**config.mk**
```make
export PLATFORM = sky130hd
export DESIGN_NAME = beta_razor_ctrl_flat
export DESIGN_NICKNAME = d
export VERILOG_FILES = /design/src/rtl/beta_razor_ctrl_if.sv /design/src/rtl/beta_razor_ctrl.sv /design/src/flat_wrapper.sv
export SDC_FILE = /design/constraint.sdc
export NUM_CORES = 1
export LEC_CHECK = 0
export CORE_MARGIN = 4
export CORE_UTILIZATION = 30
export CTS_BUF_LIST = sky130_fd_sc_hd__clkbuf_4
export DETAILED_ROUTE_END_ITERATION = 10
export SLEW_MARGIN = 40
export SYNTH_ARGS = -nofsm -noshare
export SYNTH_HDL_FRONTEND = slang
export SYNTH_SLANG_ARGS = --single-unit
```
**constraint.sdc**
```tcl
create_clock -name Clock -period 2.9 [get_ports Clock]
set_input_delay 0.87 -clock Clock [delete_from_list [all_inputs] [get_ports Clock]]
set_output_delay 0.87 -clock Clock [all_outputs]
set_load 0.1 [all_outputs]
```
**src/rtl/beta_razor_ctrl_if.sv**
```systemverilog
// Handshake and data bundle between the razor beta controller, the beta pipe and the beta store.
interface beta_razor_ctrl_if #(
    parameter int M  = 6,
    parameter int AW = 5,
    parameter int EW = 8
);
    logic              start;
    logic [AW-1:0]     win_len;
    logic [7*M-1:0]    init_beta;
    logic [AW-1:0]     bm_addr;
    logic              issue;
    logic [7*M-1:0]    beta_to_pipe;
    logic [7*M-1:0]    beta_from_pipe;
    logic              Error_current_Beta;
    logic              bw_en;
    logic [AW-1:0]     bw_addr;
    logic [7*M-1:0]    bw_data;
    logic              busy;
    logic              done;
    logic              fail;
    logic [EW-1:0]     err_count;

    modport master (
        input  start, win_len, init_beta, beta_from_pipe, Error_current_Beta,
        output bm_addr, issue, beta_to_pipe, bw_en, bw_addr, bw_data,
        busy, done, fail, err_count
    );

    modport slave (
        output start, win_len, init_beta, beta_from_pipe, Error_current_Beta,
        input  bm_addr, issue, beta_to_pipe, bw_en, bw_addr, bw_data,
        busy, done, fail, err_count
    );
endinterface

```
**src/rtl/beta_razor_ctrl.sv**
```systemverilog
// Sequences one backward beta window through a razor-checked pipe stage, replaying failed sections.
// Latency: L sections issue in cycles 1..L, commit one cycle later, done in cycle L+2; +2 per razor error.
// No backpressure: one section per cycle; a razor error squashes the in-flight issue and replays.
module beta_razor_ctrl #(
    parameter int M         = 6,
    parameter int AW        = 5,
    parameter int EW        = 8,
    parameter int MAX_RETRY = 2
) (
    input  logic              Clock,
    input  logic              nReset,
    beta_razor_ctrl_if.master bus
);
    localparam int BW = 7 * M;
    localparam int RW = (MAX_RETRY < 1) ? 1 : $clog2(MAX_RETRY + 1);
    localparam logic [RW-1:0] MAX_R = RW'(MAX_RETRY);

    typedef enum logic [1:0] {S_IDLE, S_RUN, S_RECOVER, S_DONE} state_t;

    state_t         state_q, state_d;
    logic [AW-1:0]  sec_q, sec_d;
    logic           sec_vld_q, sec_vld_d;
    logic           first_q, first_d;
    logic [AW-1:0]  pend_q, pend_d;
    logic           pend_vld_q, pend_vld_d;
    logic [AW-1:0]  replay_q, replay_d;
    logic [AW-1:0]  last_q, last_d;
    logic [BW-1:0]  good_beta_q, good_beta_d;
    logic [RW-1:0]  retry_q, retry_d;
    logic           fail_q, fail_d;
    logic [EW-1:0]  err_cnt_q, err_cnt_d;

    logic           issue, bw_en, busy, done, val_err;
    logic [AW-1:0]  bm_addr, bw_addr;
    logic [BW-1:0]  beta_to_pipe, bw_data;

    always_comb begin
        state_d      = state_q;
        sec_d        = sec_q;
        sec_vld_d    = sec_vld_q;
        first_d      = first_q;
        pend_d       = pend_q;
        pend_vld_d   = pend_vld_q;
        replay_d     = replay_q;
        last_d       = last_q;
        good_beta_d  = good_beta_q;
        retry_d      = retry_q;
        fail_d       = fail_q;
        err_cnt_d    = err_cnt_q;
        issue        = 1'b0;
        bm_addr      = '0;
        beta_to_pipe = '0;
        bw_en        = 1'b0;
        bw_addr      = '0;
        bw_data      = '0;
        busy         = 1'b0;
        done         = 1'b0;
        val_err      = pend_vld_q && bus.Error_current_Beta;

        case (state_q)
            S_IDLE: begin
                if (bus.start && (bus.win_len != '0)) begin
                    state_d    = S_RUN;
                    sec_d      = bus.win_len - 1'b1;
                    last_d     = bus.win_len - 1'b1;
                    sec_vld_d  = 1'b1;
                    first_d    = 1'b1;
                    pend_vld_d = 1'b0;
                    fail_d     = 1'b0;
                    err_cnt_d  = '0;
                    retry_d    = '0;
                end
            end
            S_RUN: begin
                busy = 1'b1;
                if (pend_vld_q && !bus.Error_current_Beta) begin
                    bw_en       = 1'b1;
                    bw_addr     = pend_q;
                    bw_data     = bus.beta_from_pipe;
                    good_beta_d = bus.beta_from_pipe;
                    retry_d     = '0;
                end
                // A failed validation squashes the section that would forward the bad beta.
                if (sec_vld_q && !val_err) begin
                    issue        = 1'b1;
                    bm_addr      = sec_q;
                    beta_to_pipe = first_q ? bus.init_beta : bus.beta_from_pipe;
                    sec_d        = sec_q - 1'b1;
                    sec_vld_d    = (sec_q != '0);
                    first_d      = 1'b0;
                    pend_d       = sec_q;
                    pend_vld_d   = 1'b1;
                end else begin
                    pend_vld_d = 1'b0;
                end
                if (val_err) begin
                    if (err_cnt_q != {EW{1'b1}})
                        err_cnt_d = err_cnt_q + 1'b1;
                    if (retry_q == MAX_R) begin
                        fail_d  = 1'b1;
                        state_d = S_DONE;
                    end else begin
                        retry_d  = retry_q + 1'b1;
                        replay_d = pend_q;
                        state_d  = S_RECOVER;
                    end
                end else if (!sec_vld_q) begin
                    state_d = S_DONE;
                end
            end
            S_RECOVER: begin
                busy         = 1'b1;
                issue        = 1'b1;
                bm_addr      = replay_q;
                beta_to_pipe = (replay_q == last_q) ? bus.init_beta : good_beta_q;
                pend_d       = replay_q;
                pend_vld_d   = 1'b1;
                sec_d        = replay_q - 1'b1;
                sec_vld_d    = (replay_q != '0);
                first_d      = 1'b0;
                state_d      = S_RUN;
            end
            S_DONE: begin
                done       = 1'b1;
                pend_vld_d = 1'b0;
                sec_vld_d  = 1'b0;
                state_d    = S_IDLE;
            end
            default: state_d = S_IDLE;
        endcase
    end

    always_ff @(posedge Clock or negedge nReset) begin
        if (!nReset) begin
            state_q     <= S_IDLE;
            sec_q       <= '0;
            sec_vld_q   <= 1'b0;
            first_q     <= 1'b0;
            pend_q      <= '0;
            pend_vld_q  <= 1'b0;
            replay_q    <= '0;
            last_q      <= '0;
            good_beta_q <= '0;
            retry_q     <= '0;
            fail_q      <= 1'b0;
            err_cnt_q   <= '0;
        end else begin
            state_q     <= state_d;
            sec_q       <= sec_d;
            sec_vld_q   <= sec_vld_d;
            first_q     <= first_d;
            pend_q      <= pend_d;
            pend_vld_q  <= pend_vld_d;
            replay_q    <= replay_d;
            last_q      <= last_d;
            good_beta_q <= good_beta_d;
            retry_q     <= retry_d;
            fail_q      <= fail_d;
            err_cnt_q   <= err_cnt_d;
        end
    end

    assign bus.issue        = issue;
    assign bus.bm_addr      = bm_addr;
    assign bus.beta_to_pipe = beta_to_pipe;
    assign bus.bw_en        = bw_en;
    assign bus.bw_addr      = bw_addr;
    assign bus.bw_data      = bw_data;
    assign bus.busy         = busy;
    assign bus.done         = done;
    assign bus.fail         = fail_q;
    assign bus.err_count    = err_cnt_q;
endmodule

```
**src/flat_wrapper.sv**
```systemverilog
// flat-port wrapper written by rule: the top's interface ports become plain ports
module beta_razor_ctrl_flat 
#(
    parameter int M         = 6,
    parameter int AW        = 5,
    parameter int EW        = 8,
    parameter int MAX_RETRY = 2
)
  (Clock, nReset, bus_start, bus_win_len, bus_init_beta, bus_beta_from_pipe, bus_Error_current_Beta, bus_bm_addr, bus_issue, bus_beta_to_pipe, bus_bw_en, bus_bw_addr, bus_bw_data, bus_busy, bus_done, bus_fail, bus_err_count);
  beta_razor_ctrl_if #(.M(M), .AW(AW), .EW(EW)) bus_i ();
  input  logic Clock;
  input  logic nReset;
  input wire logic [$bits(bus_i.start)-1:0] bus_start;
  input wire logic [$bits(bus_i.win_len)-1:0] bus_win_len;
  input wire logic [$bits(bus_i.init_beta)-1:0] bus_init_beta;
  input wire logic [$bits(bus_i.beta_from_pipe)-1:0] bus_beta_from_pipe;
  input wire logic [$bits(bus_i.Error_current_Beta)-1:0] bus_Error_current_Beta;
  output wire logic [$bits(bus_i.bm_addr)-1:0] bus_bm_addr;
  output wire logic [$bits(bus_i.issue)-1:0] bus_issue;
  output wire logic [$bits(bus_i.beta_to_pipe)-1:0] bus_beta_to_pipe;
  output wire logic [$bits(bus_i.bw_en)-1:0] bus_bw_en;
  output wire logic [$bits(bus_i.bw_addr)-1:0] bus_bw_addr;
  output wire logic [$bits(bus_i.bw_data)-1:0] bus_bw_data;
  output wire logic [$bits(bus_i.busy)-1:0] bus_busy;
  output wire logic [$bits(bus_i.done)-1:0] bus_done;
  output wire logic [$bits(bus_i.fail)-1:0] bus_fail;
  output wire logic [$bits(bus_i.err_count)-1:0] bus_err_count;
  assign bus_i.start = bus_start;
  assign bus_i.win_len = bus_win_len;
  assign bus_i.init_beta = bus_init_beta;
  assign bus_i.beta_from_pipe = bus_beta_from_pipe;
  assign bus_i.Error_current_Beta = bus_Error_current_Beta;
  assign bus_bm_addr = bus_i.bm_addr;
  assign bus_issue = bus_i.issue;
  assign bus_beta_to_pipe = bus_i.beta_to_pipe;
  assign bus_bw_en = bus_i.bw_en;
  assign bus_bw_addr = bus_i.bw_addr;
  assign bus_bw_data = bus_i.bw_data;
  assign bus_busy = bus_i.busy;
  assign bus_done = bus_i.done;
  assign bus_fail = bus_i.fail;
  assign bus_err_count = bus_i.err_count;
  beta_razor_ctrl #(.M(M), .AW(AW), .EW(EW), .MAX_RETRY(MAX_RETRY)) u_core (.Clock(Clock), .nReset(nReset), .bus(bus_i));
endmodule
```
Figure 1. Cells by drive strength (run 1).
Scale: 2 px per um.
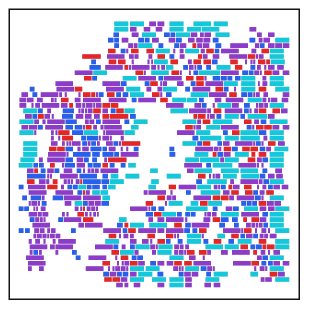
[blue] _3 and _4 cells | cells: 190 | share: 21%
[purple] _0 and _1 cells | cells: 447 | share: 49%
[cyan] _6 and larger | cells: 147 | share: 16%
[red] _2 cells | cells: 129 | share: 14%

Figure 2. Signal wires on met3 (run 1).
Scale: 3 px per um.
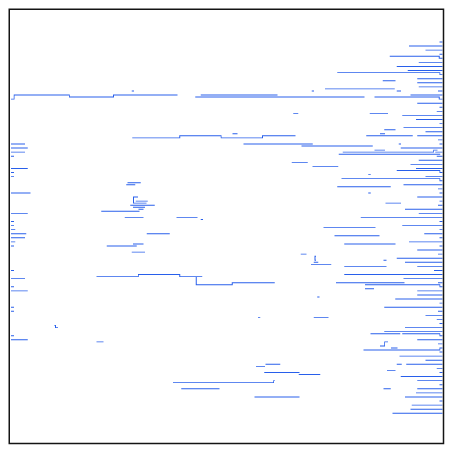
share of all routed wire: 6.8%
longest straight run: 56.1 um
wire length on this layer: 1640 um

Figure 3. Cell classes on the final placement (run 1).
Scale: 2 px per um. Fill, decap, tap and diode cells in grey.
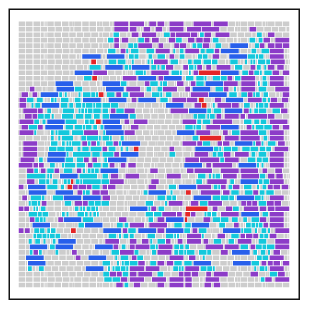
[cyan] combinational and other logic | cells: 481
[blue] sequential cells | cells: 78
[red] clock drivers and dummy loads | cells: 16
[purple] remaining buffers and delay cells | cells: 338

Figure 4. Congestion heat map (run 1).
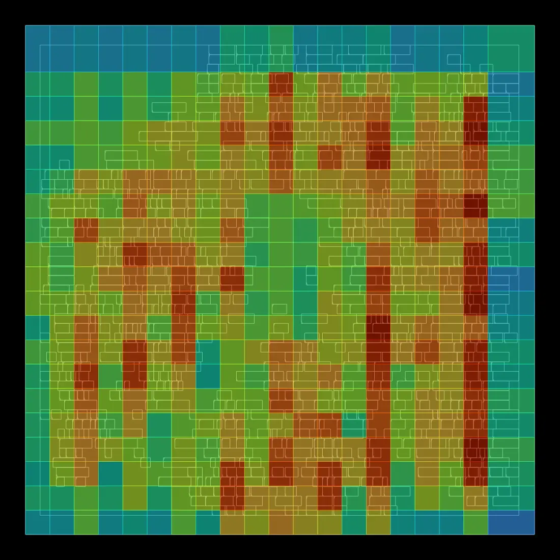
M3 GR Usage: 3.27%
fin util: 59.3%
met1 usage: 27.5%
GRT Resource Usage Total: 21.4%
Avg WL per Cell: 21.1 um

==> flow_metrics.tcl, run 1 <==
# place-and-route summary
set metrics [dict create \
    ys_sh_simple_pct 21.8 \
    synth_area_um2 5570 \
    logic_gates 467 \
    grt_pass1_vias 6155 \
    die_area_um2 20800 \
    cts.repair.resized 58 \
    comb_share_pct 34.7 \
    route.met3.wl_um 1640 \
    required_ns 2.03 \
    yosysWarnings 0 \
    post_cts_buffers 26 \
    clkbuf_count 11 \
    power_leader "combinational logic" \
    edf_count 0 \
    status "finished with violations" \
    vias_per_cell 5.28 \
    ys_ff 78 \
    cts.sinks 78 \
    final_hold_viol_count 0 \
    grtUsageMet2_pct 37.4 \
    portBuffers 199 \
    post-place-ws_ns -0.418 \
    path_class "flop to output pin" \
    crit_buf_inv 4 \
    ys_types 54 \
    grt_pass1_wl_um 34500 \
    slowest_delay_ns 0.41 \
    largest_class "non-clock buffers" \
    synth.net_count 711 \
    fp.coreArea_um2 18100 \
    overflow 0 \
    insertion_delay_ns 0.45 \
    wl_met2_um 12000 \
    num_rows 49 \
    xor_area_share_pct 1.26 \
    finalCritPeriodShare_pct 109 \
    pg_clk_mw 0.850 \
    rrSetupSlack_ns 0.62 \
    crit_chain "inv_2 > ha_4 > and4_4 > buf_6 > clkbuf_16 > nand2_1 > o211ai_1 > buf_12" \
    clock_cell_area_share_pct 1.68 \
    timing.fmax_ghz 0.317 \
    slew_headroom_pct 54.9 \
    yosys.area_share.aoi_pct 13.2 \
    drt_iter0_drc 341 \
    dieWidth_um 144 \
    stdcell_area_um2 10700 \
    fin_hold_ws_ns 0.412 \
    cts_buffers 9 \
    ys_async_sr_fraction_pct 100 \
    netlist.area_leader.share_pct 35.0 \
    maxCapViolations 0 \
    p_int_mw 5.82 \
    worstMarginPinSlew_ns 0.676 \
    die-height_um 144 \
    yosysTopAreaCell "dfrtp_1" \
    placed_area_um2 9520 \
    leakage_nw 4.42 \
    path_clk_slew_ns 0.13 \
    regArea_um2 1960 \
    hold_path_class "input port to async pin" \
    seqAreaFraction_pct 18.2 \
    hpwl_um 15300 \
    endpoint "bus_beta_to_pipe[1]" \
    fin_nets 1009 \
    fp_util_pct 30.8 \
    min_period_ns 3.15 \
    syn-instance-count 610 \
    grt.busiest_layer "met2" \
    ant_nets 0 \
    share_comb_of_total_power_pct 76.7 \
    maxSlewViolCount 0 \
    layout.nonclk_buf_share_pct 42.2 \
    fin_cells 1142 \
    reg2reg_to "u_core.sec_q[2]$_DFFE_PN0P_" \
    synth_seq_share_pct 35.0 \
    m1WireLength_um 10000 \
    final_cell_mix "buf_12, buf_4, mux2_2" \
    mux_share_pct 21.5 \
    ys_top_cells_by_area "dfrtp_1, mux2_2, nand2_1, o211ai_1, and2_1" \
    place_congestion 0.902 \
    h-tree-depth 3 \
    cp_data_arrival_time_ns 2.28 \
    grt_antenna_before_repair 0 \
    final_layout_size_suffix_gt1_share_pct 51.0 \
    warnings 33 \
    critPathCaptureType "output pin" \
    totalWireLength_um 24100 \
    top_logic_kind "simple AND/OR/NAND/NOR gates" \
    cts_root_buf "clkbuf_4" \
    highest_layer "met4" \
    n_all_buffers 338 \
    ys_chip_area_um2 5570 \
    crit_fanout 5 \
    finalWorstSetupSlack_ns -0.252 \
    fillers 1441 \
    top_register "u_core.good_beta_q" \
    reg2reg_from "u_core.state_q[0]$_DFFE_PN0P_" \
    finalPower_mw 12.0 \
    drc 0 \
    logic_area_um2 3720 \
    skew_ns 0.0151 \
    seq-power_mw 1.95 \
    seq_power_share_pct 16.2 \
    grt_max_degree 70 \
    p_sw_share_pct 51.7 \
    flop-count 78 \
    hold_buffers 0 \
    powerComb_mw 9.23 \
    cp_top_family "buffers and inverters" \
    dp.cells 1070 \
    crit_start "u_core.state_q[0]$_DFFE_PN0P_" \
    failed_checks "negative setup slack" \
    synthFlopType "dfrtp_1" \
    common_cells "nand2_1, mux2_2, dfrtp_1" \
    cts_tree "yes" \
    switching_power_mw 6.22 \
    dr.pass1.iters 7 \
    grt_setup_unrepaired "yes" \
    area_delta_synth_final_pct 92.6 \
    num_tap_cells 229 \
    num_antenna_cells 0 \
    clockBufferDepth 2 \
    setup_violations 81 \
    vias 6034 \
]
==> inputs of run 2 (changes only) <==
--- a/config.mk
+++ b/config.mk
@@ -9,6 +9,7 @@
 export CORE_UTILIZATION = 30
 export CTS_BUF_LIST = sky130_fd_sc_hd__clkbuf_4
 export DETAILED_ROUTE_END_ITERATION = 10
+export PLACE_DENSITY = 0.68
 export SLEW_MARGIN = 40
 export SYNTH_ARGS = -nofsm -noshare
 export SYNTH_HDL_FRONTEND = slang
==> run 2 against run 1 <==
  * The run still ends with negative setup slack left
  * Critical path depth shrank 1
  * Die area is the same
  * Routed wire length shrank 6.6%
  * Register-to-register slack gained 0.02 ns
  * Clock skew shrank 0.0063 ns
  * Global-route usage shrank 1.8 points
==> flow_metrics.tcl, run 2 <==
# place-and-route summary
set metrics [dict create \
    status "finished with violations" \
    failed_checks "negative setup slack" \
    grt_util_met1_pct 25.5 \
    path_class "flop to output pin" \
    clkbuf_count 9 \
    mux_share_pct 21.5 \
    grtUsageMet3_pct 2.84 \
    critPathCaptureType "output pin" \
    maxCapViolations 0 \
    warnings 33 \
    required_ns 2.03 \
    layout.nonclk_buf_share_pct 43.3 \
    hold_path_class "input port to async pin" \
    regArea_um2 1960 \
    h-tree-depth 3 \
    num_rows 49 \
    powerComb_mw 9.39 \
    setup_violations 91 \
    ant_nets 0 \
    comb_share_pct 33.9 \
    pg_clk_mw 0.762 \
    grtUsageMet2_pct 33.9 \
    cts.repair.resized 25 \
    route.met3.wl_um 1550 \
    fillers 1439 \
    dp.cells 1080 \
    edf_count 0 \
    insertion_delay_ns 0.45 \
    num_antenna_cells 0 \
    die_area_um2 20800 \
    switching_power_mw 6.19 \
    drt_iter0_drc 306 \
    top_register "u_core.good_beta_q" \
    portBuffers 199 \
    yosys.area_share.aoi_pct 13.2 \
    grt_pass1_wl_um 32200 \
    flop-count 78 \
    cp_data_arrival_time_ns 2.28 \
    slew_headroom_pct 56.6 \
    logic_gates 467 \
    synthFlopType "dfrtp_1" \
    cts_root_buf "clkbuf_4" \
    power_leader "combinational logic" \
    share_comb_of_total_power_pct 77.4 \
    timing.fmax_ghz 0.317 \
    synth.net_count 711 \
    area_delta_synth_final_pct 93.7 \
    finalPower_mw 12.1 \
    dieWidth_um 144 \
    grt.busiest_layer "met2" \
    seq-power_mw 1.98 \
    fp_util_pct 30.8 \
    clock_cell_area_share_pct 1.45 \
    drc 0 \
    ys_chip_area_um2 5570 \
    netlist.area_leader.share_pct 35.0 \
    final_hold_viol_count 0 \
    clockBufferDepth 2 \
    place_congestion 0.873 \
    finalWorstSetupSlack_ns -0.254 \
    seq_power_share_pct 16.3 \
    p_sw_share_pct 51.0 \
    final_cell_mix "buf_12, buf_4, nand2_1" \
    crit_start "u_core.state_q[0]$_DFFE_PN0P_" \
    syn-instance-count 610 \
    cp_top_family "buffers and inverters" \
    post_drt_wl_per_cell_um 19.6 \
    ys_ff 78 \
    crit_fanout 6 \
    reg2reg_to "u_core.sec_q[2]$_DFFE_PN0P_" \
    slowest_delay_ns 0.42 \
    cts_buffers 9 \
    stdcell_area_um2 10800 \
    seqAreaFraction_pct 18.1 \
]
Figure 5. Signal wires on met3 (run 2).
Scale: 3 px per um.
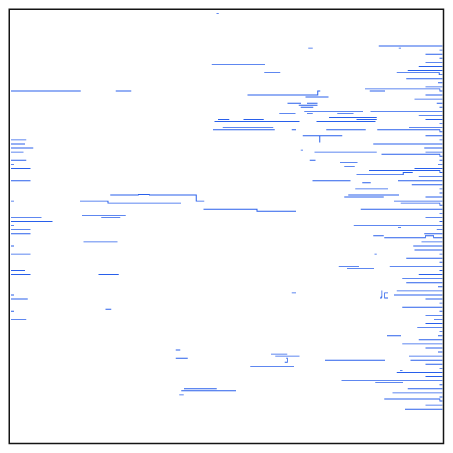
longest straight run: 33.4 um
wire length on this layer: 1550 um
main direction: horizontal
share of all routed wire: 6.9%

